<file path="src/rtl/gray_fb_pkg.sv">
// Shared types and constants for the grayscale frame-buffer writer.
// Luma weights are BT.601 scaled by 256; they sum to 256, so luma never overflows.
package gray_fb_pkg;

    typedef enum logic [1:0] {
        ST_IDLE  = 2'd0,
        ST_FILL  = 2'd1,
        ST_DRAIN = 2'd2,
        ST_SWAP  = 2'd3
    } state_t;

    localparam int unsigned Y_KR     = 77;
    localparam int unsigned Y_KG     = 150;
    localparam int unsigned Y_KB     = 29;
    localparam int unsigned Y_RND    = 128;
    localparam int unsigned PIPE_LAT = 3;

endpackage

</file>
<file path="src/rtl/rgb2luma_pipe.sv">
// Two-stage RGB->luma datapath: registers the pixel, then the three weighted products.
// The rounded luma is summed combinationally after the product stage.
module rgb2luma_pipe
    import gray_fb_pkg::*;
#(
    parameter int DATA_WIDTH = 8,
    parameter int IDX_WIDTH  = 16
) (
    input  logic                    clk,
    input  logic                    reset,
    input  logic                    vld_in,
    input  logic                    last_in,
    input  logic [IDX_WIDTH-1:0]    idx_in,
    input  logic [3*DATA_WIDTH-1:0] rgb_in,
    output logic                    vld_p1,
    output logic                    last_p1,
    output logic [IDX_WIDTH-1:0]    idx_p1,
    output logic [DATA_WIDTH-1:0]   luma_p1
);

    localparam int PW = DATA_WIDTH + 8;
    localparam int SW = DATA_WIDTH + 10;

    logic                  vld_p0;
    logic                  last_p0;
    logic [IDX_WIDTH-1:0]  idx_p0;
    logic [DATA_WIDTH-1:0] r_p0;
    logic [DATA_WIDTH-1:0] g_p0;
    logic [DATA_WIDTH-1:0] b_p0;
    logic [PW-1:0]         prod_r_p1;
    logic [PW-1:0]         prod_g_p1;
    logic [PW-1:0]         prod_b_p1;

    function automatic logic [DATA_WIDTH-1:0] luma_round(
        input logic [PW-1:0] pr,
        input logic [PW-1:0] pg,
        input logic [PW-1:0] pb
    );
        logic [SW-1:0] sum;
        sum = SW'(pr) + SW'(pg) + SW'(pb) + SW'(Y_RND);
        return DATA_WIDTH'(sum >> 8);
    endfunction

    // Stage p0: capture pixel and sidebands
    always_ff @(posedge clk or negedge reset) begin
        if (!reset) begin
            vld_p0  <= 1'b0;
            last_p0 <= 1'b0;
            idx_p0  <= '0;
            r_p0    <= '0;
            g_p0    <= '0;
            b_p0    <= '0;
        end else begin
            vld_p0  <= vld_in;
            last_p0 <= last_in;
            idx_p0  <= idx_in;
            r_p0    <= rgb_in[3*DATA_WIDTH-1:2*DATA_WIDTH];
            g_p0    <= rgb_in[2*DATA_WIDTH-1:DATA_WIDTH];
            b_p0    <= rgb_in[DATA_WIDTH-1:0];
        end
    end

    // Stage p1: weighted products
    always_ff @(posedge clk or negedge reset) begin
        if (!reset) begin
            vld_p1    <= 1'b0;
            last_p1   <= 1'b0;
            idx_p1    <= '0;
            prod_r_p1 <= '0;
            prod_g_p1 <= '0;
            prod_b_p1 <= '0;
        end else begin
            vld_p1    <= vld_p0;
            last_p1   <= last_p0;
            idx_p1    <= idx_p0;
            prod_r_p1 <= PW'(r_p0) * PW'(Y_KR);
            prod_g_p1 <= PW'(g_p0) * PW'(Y_KG);
            prod_b_p1 <= PW'(b_p0) * PW'(Y_KB);
        end
    end

    assign luma_p1 = luma_round(prod_r_p1, prod_g_p1, prod_b_p1);

endmodule

</file>
<file path="src/rtl/gray_fb_writer.sv">
// Converts assembled RGB pixels to luma and writes them into a ping-pong frame buffer,
// publishing each complete frame by flipping rd_bank and pulsing frame_ready.
module gray_fb_writer
    import gray_fb_pkg::*;
#(
    parameter int DATA_WIDTH      = 8,
    parameter int TOTAL_PIXELS    = 9600,
    parameter int PIXEL_CNT_WIDTH = 16
) (
    input  logic                       clk,
    input  logic                       reset,
    input  logic [3*DATA_WIDTH-1:0]    rgb_data,
    input  logic                       pixel_done,
    input  logic                       frame_done,
    input  logic                       cam_mode,
    output logic                       fb_we,
    output logic [PIXEL_CNT_WIDTH:0]   fb_addr,
    output logic [DATA_WIDTH-1:0]      fb_wdata,
    output logic                       rd_bank,
    output logic                       frame_ready,
    output logic                       cam_trig,
    output logic                       busy,
    output logic                       err_overrun,
    output logic                       err_short
);

    localparam logic [PIXEL_CNT_WIDTH-1:0] FRAME_LEN = PIXEL_CNT_WIDTH'(TOTAL_PIXELS);

    state_t                     state;
    state_t                     state_nx;
    logic [PIXEL_CNT_WIDTH-1:0] wr_idx;
    logic                       wr_bank;
    logic                       strobe;
    logic                       accept;
    logic                       drop;
    logic                       vld_p1;
    logic                       last_p1;
    logic [PIXEL_CNT_WIDTH-1:0] idx_p1;
    logic [DATA_WIDTH-1:0]      luma_p1;
    logic                       last_p2;

    // A pixel is taken only while filling and only while there is room left in the frame.
    assign strobe = (pixel_done | frame_done) & ~cam_mode;
    assign accept = strobe & ((state == ST_IDLE) | (state == ST_FILL)) & (wr_idx != FRAME_LEN);
    assign drop   = strobe & ~accept;
    assign busy   = (state != ST_IDLE);

    rgb2luma_pipe #(
        .DATA_WIDTH (DATA_WIDTH),
        .IDX_WIDTH  (PIXEL_CNT_WIDTH)
    ) u_pipe (
        .clk     (clk),
        .reset   (reset),
        .vld_in  (accept),
        .last_in (frame_done),
        .idx_in  (wr_idx),
        .rgb_in  (rgb_data),
        .vld_p1  (vld_p1),
        .last_p1 (last_p1),
        .idx_p1  (idx_p1),
        .luma_p1 (luma_p1)
    );

    always_comb begin
        state_nx = state;
        unique case (state)
            ST_IDLE, ST_FILL: if (accept) state_nx = frame_done ? ST_DRAIN : ST_FILL;
            ST_DRAIN:         if (last_p2) state_nx = ST_SWAP;
            ST_SWAP:          state_nx = ST_IDLE;
            default:          state_nx = ST_IDLE;
        endcase
    end

    always_ff @(posedge clk or negedge reset) begin
        if (!reset) begin
            state       <= ST_IDLE;
            wr_idx      <= '0;
            wr_bank     <= 1'b0;
            rd_bank     <= 1'b1;
            frame_ready <= 1'b0;
            cam_trig    <= 1'b0;
            err_overrun <= 1'b0;
            err_short   <= 1'b0;
        end else begin
            state       <= state_nx;
            frame_ready <= 1'b0;
            cam_trig    <= frame_done & cam_mode;
            if (accept)
                wr_idx <= wr_idx + PIXEL_CNT_WIDTH'(1);
            if (drop)
                err_overrun <= 1'b1;
            // The final write has retired here, so wr_idx equals the number of pixels written.
            if (state == ST_SWAP) begin
                wr_idx <= '0;
                if (wr_idx == FRAME_LEN) begin
                    rd_bank     <= wr_bank;
                    wr_bank     <= ~wr_bank;
                    frame_ready <= 1'b1;
                end else begin
                    err_short <= 1'b1;
                end
            end
        end
    end

    // Stage p2: BRAM write port
    always_ff @(posedge clk or negedge reset) begin
        if (!reset) begin
            fb_we    <= 1'b0;
            last_p2  <= 1'b0;
            fb_addr  <= '0;
            fb_wdata <= '0;
        end else begin
            fb_we    <= vld_p1;
            last_p2  <= vld_p1 & last_p1;
            fb_addr  <= {wr_bank, idx_p1};
            fb_wdata <= luma_p1;
        end
    end

endmodule
</file>
<file path="config.mk">
export PLATFORM = sky130hd
export DESIGN_NAME = gray_fb_writer
export DESIGN_NICKNAME = d
export VERILOG_FILES = /design/src/rtl/gray_fb_pkg.sv /design/src/rtl/rgb2luma_pipe.sv /design/src/rtl/gray_fb_writer.sv
export SDC_FILE = /design/constraint.sdc
export NUM_CORES = 1
export LEC_CHECK = 0
export CORE_UTILIZATION = 54
export DETAILED_ROUTE_END_ITERATION = 10
export PLACE_DENSITY = 0.79
export SYNTH_ARGS = -nofsm -noshare
export SYNTH_HDL_FRONTEND = slang
export SYNTH_HIERARCHICAL = 1
export SYNTH_SLANG_ARGS = --single-unit
</file>
<file path="constraint.sdc">
create_clock -name clk -period 3.74 [get_ports clk]
set_clock_uncertainty 0.05 [all_clocks]
set_input_delay 0.561 -clock clk [delete_from_list [all_inputs] [get_ports clk]]
set_output_delay 0.561 -clock clk [all_outputs]
set_load 0.02 [all_outputs]
</file>
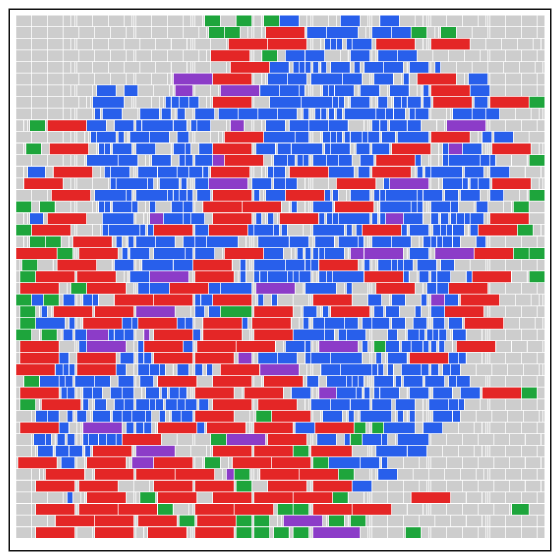
**Above:** run 1 (placement by cell class).
Fill, decap, tap and diode cells in grey.
[blue] remaining logic cells | cells: 544
[green] remaining buffers and delay cells | cells: 65
[red] registers | cells: 154
[purple] clock drivers and dummy loads | cells: 32
flop share of the area: 0.393
area of the core: 15,100 sq um
row cnt: 45
post-route design area: 9810 sq um
post-layout util: 0.648

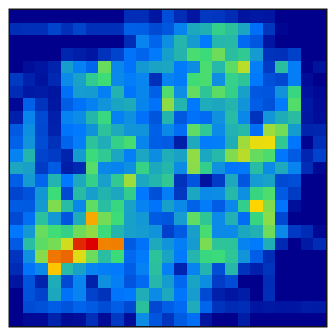
**Above:** run 1 (signal metal coverage by tile).
25 x 25 tiles, from dark blue (low) to red (high), scaled to the fullest tile. Values are wire area over tile area, all layers added.
fullest tile: 0.59
tiles over half the peak: 9.6%
nearly empty tiles: 13%
mean over tiles: 0.15

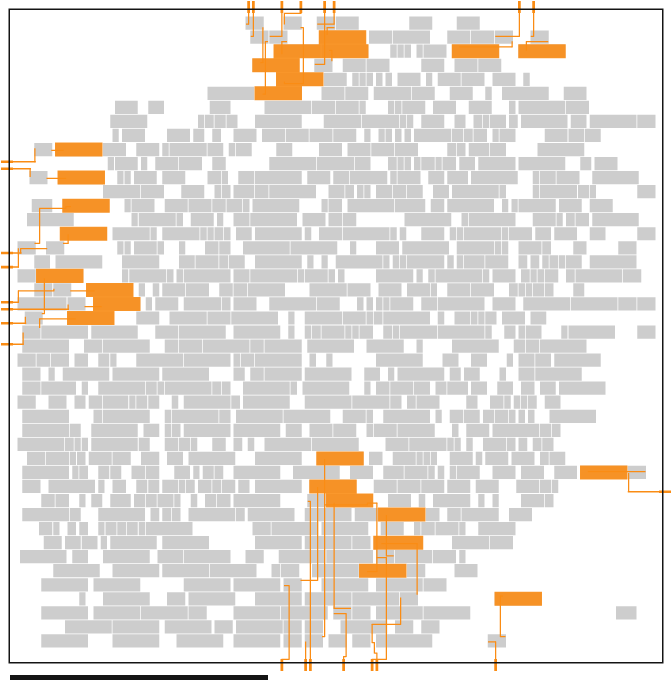
**Above:** run 1 (I/O nets highlighted).
Bar = 50 um.
[orange] `rgb_data` | direction: input | edge: 8 left, 8 top, 7 bottom, 1 right | end cells: 24 | buffers: 24 | wire: 486 um
# IOs: 61
buffers added on ports: 60

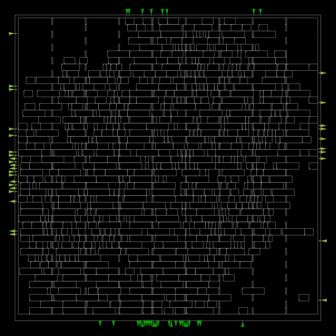
**Above:** run 1 (cell outlines without signal wires).
Flop Count: 154
Fill cells: 1,105

==> flow_metrics.env, run 1 <==
# yosys + openroad results
export IMPL_finalSetupViolations=0
export IMPL_dieArea_sq_um=16000
export IMPL_route_met3_wl_um=472
export IMPL_path_cells="ha_1, ha_1, inv_1, fa_1, fa_1, inv_1, ha_1, and2_1, a311o_2, a21oi_2, o21ai_1, o31a_1"
export IMPL_fp_util=0.551
export IMPL_top_cells_by_area="dfrtp_1, ha_1, fa_1"
export IMPL_final_clkbuf_count=20
export IMPL_stdcell_count=983
export IMPL_largest_register="fb_addr"
export IMPL_synthesis_nets=896
export IMPL_finalCriticalPeriod_ps=3610
export IMPL_ir_drop_mv=0.759
export IMPL_num_vias=5285
export IMPL_most_common_cell="dfrtp_1"
export IMPL_grtUsageMet3=0.0418
export IMPL_synthAdderAreaFrac=0.282
export IMPL_comb_area_sq_um=4020
export IMPL_cts_made_buffers=17
export IMPL_cts_setup_buffers=0
export IMPL_synth_cells=702
export IMPL_gp_congestion=0.853
export IMPL_top_layer="met4"
export IMPL_reg2reg_from="u_pipe/r_p0[4]"
export IMPL_p_per_area_nw_per_um2=804
export IMPL_vias_per_cell=5.38
export IMPL_antenna_left=0
export IMPL_preCtsSetupSlack_ps=21.1
export IMPL_swShare=0.386
export IMPL_leakage_nw=4.99
export IMPL_grt_max_degree=92
export IMPL_grt_busiest_layer="met2"
export IMPL_grtUsageMet2=0.384
export IMPL_met2RoutedLength_um=8170
export IMPL_tns_ps=0
export IMPL_logic_gate_count=423
export IMPL_timing_rr_end="u_pipe/prod_r_p1[14]"
export IMPL_synth_cell_types=59
export IMPL_worst_slew_pin_slew_ps=795
export IMPL_edf_count=0
export IMPL_lay_top_cells="dfrtp_1, ha_1, inv_1"
export IMPL_grt_pass1_vias=5706
export IMPL_status="completed"
export IMPL_synth_warning_count=6
export IMPL_ys_sh_simple=0.0837
export IMPL_dominant_cells="multi-input combinational cells"
export IMPL_cts_buffer_depth=2
export IMPL_diodes=0
export IMPL_slew_headroom=0.470
export IMPL_maxCapViolCount=0
export IMPL_placed_cells=948
export IMPL_ys_sh_mux=0.00255
export IMPL_final_nets=976
export IMPL_syn_avg_cell_area_sq_um=11.9
export IMPL_buf_share=0.0665
export IMPL_die_h_um=126
export IMPL_yosys_top_cells_count="dfrtp_1, ha_1, inv_1"
export IMPL_die_w_um=126
export IMPL_whs_ps=168
export IMPL_setup_ws_ps=129
export IMPL_r2r_setup_slack_ps=130
export IMPL_largest_reg_flops=17
export IMPL_r2r_cells=12
--- run 2 (diff from run 1) ---
--- a/config.mk
+++ b/config.mk
@@ -8,6 +8,7 @@
 export CORE_UTILIZATION = 54
 export DETAILED_ROUTE_END_ITERATION = 10
 export PLACE_DENSITY = 0.79
+export SLEW_MARGIN = 10
 export SYNTH_ARGS = -nofsm -noshare
 export SYNTH_HDL_FRONTEND = slang
 export SYNTH_HIERARCHICAL = 1
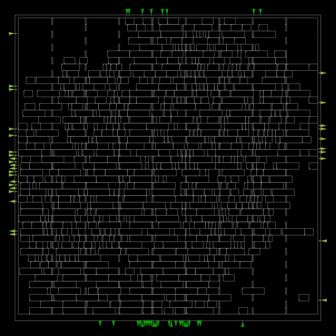
**Above:** run 2 (cell outlines without signal wires).
non-filler instance count after layout: 983
Tap Count: 188

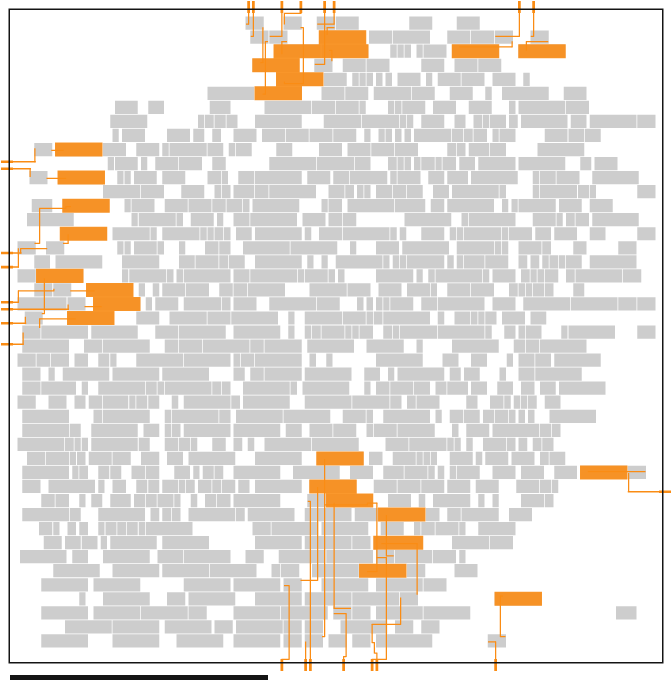
**Above:** run 2 (I/O nets highlighted).
Bar = 50 um.
[orange] `rgb_data` | direction: input | edge: 8 left, 8 top, 7 bottom, 1 right | end cells: 24 | buffers: 24 | wire: 486 um

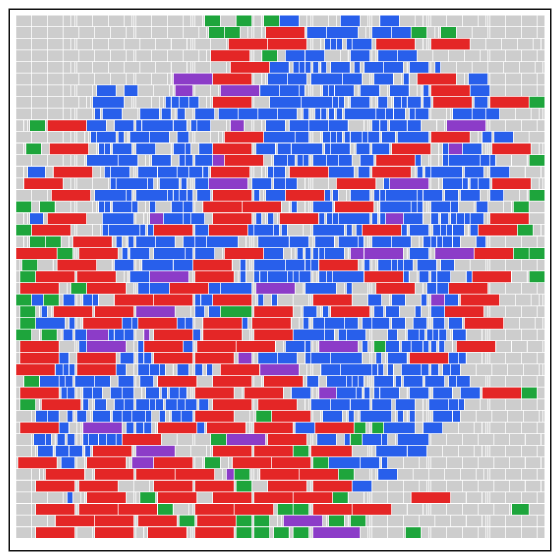
**Above:** run 2 (placement by cell class).
Fill, decap, tap and diode cells in grey.

==> run 2 against run 1 <==
Net effect:
- synthesized area did not move
- global-route usage did not move
- power did not move
- utilization did not move
- largest power group unchanged
- highest routed layer unchanged
==> flow_metrics.env, run 2 <==
# yosys + openroad results
export IMPL_edf_count=0
export IMPL_comb_area_sq_um=4020
export IMPL_post_route_cell_area_sq_um=9810
export IMPL_swShare=0.386
export IMPL_cts_buffer_depth=2
export IMPL_final_nets=976
export IMPL_antenna_left=0
export IMPL_sh_seq_area=0.393
export IMPL_ys_sh_mux=0.00255
export IMPL_grt_max_degree=92
export IMPL_io_buffer_count=60
export IMPL_cts_made_buffers=17
export IMPL_gp_congestion=0.853
export IMPL_finalCriticalPeriod_ps=3610
export IMPL_met2RoutedLength_um=8170
export IMPL_status="completed"
export IMPL_synthesis_nets=896
export IMPL_buf_share=0.0665
export IMPL_top_cells_by_area="dfrtp_1, ha_1, fa_1"
export IMPL_route_met3_wl_um=472
export IMPL_grtUsageMet2=0.384
export IMPL_top_layer="met4"
export IMPL_tns_ps=0
export IMPL_largest_reg_flops=17
export IMPL_worst_slew_pin_slew_ps=795
export IMPL_p_per_area_nw_per_um2=804
export IMPL_lay_top_cells="dfrtp_1, ha_1, inv_1"
export IMPL_yosys_top_cells_count="dfrtp_1, ha_1, inv_1"
export IMPL_synth_cells=702
export IMPL_fp_util=0.551
export IMPL_ys_sh_simple=0.0837
export IMPL_core_area_sq_um=15100
export IMPL_whs_ps=168
export IMPL_leakage_nw=4.99
export IMPL_preCtsSetupSlack_ps=21.1
export IMPL_cts_setup_buffers=0
export IMPL_r2r_cells=12
export IMPL_vias_per_cell=5.38
export IMPL_seq_cell_count=154
export IMPL_synth_warning_count=6
export IMPL_die_h_um=126
export IMPL_logic_gate_count=423
export IMPL_dieArea_sq_um=16000
export IMPL_grt_pass1_vias=5706
export IMPL_path_cells="ha_1, ha_1, inv_1, fa_1, fa_1, inv_1, ha_1, and2_1, a311o_2, a21oi_2, o21ai_1, o31a_1"
export IMPL_die_w_um=126
export IMPL_setup_ws_ps=129
export IMPL_dominant_cells="multi-input combinational cells"
export IMPL_slew_headroom=0.470
Power figures rest on the tool's default switching activity, not on a simulated workload.
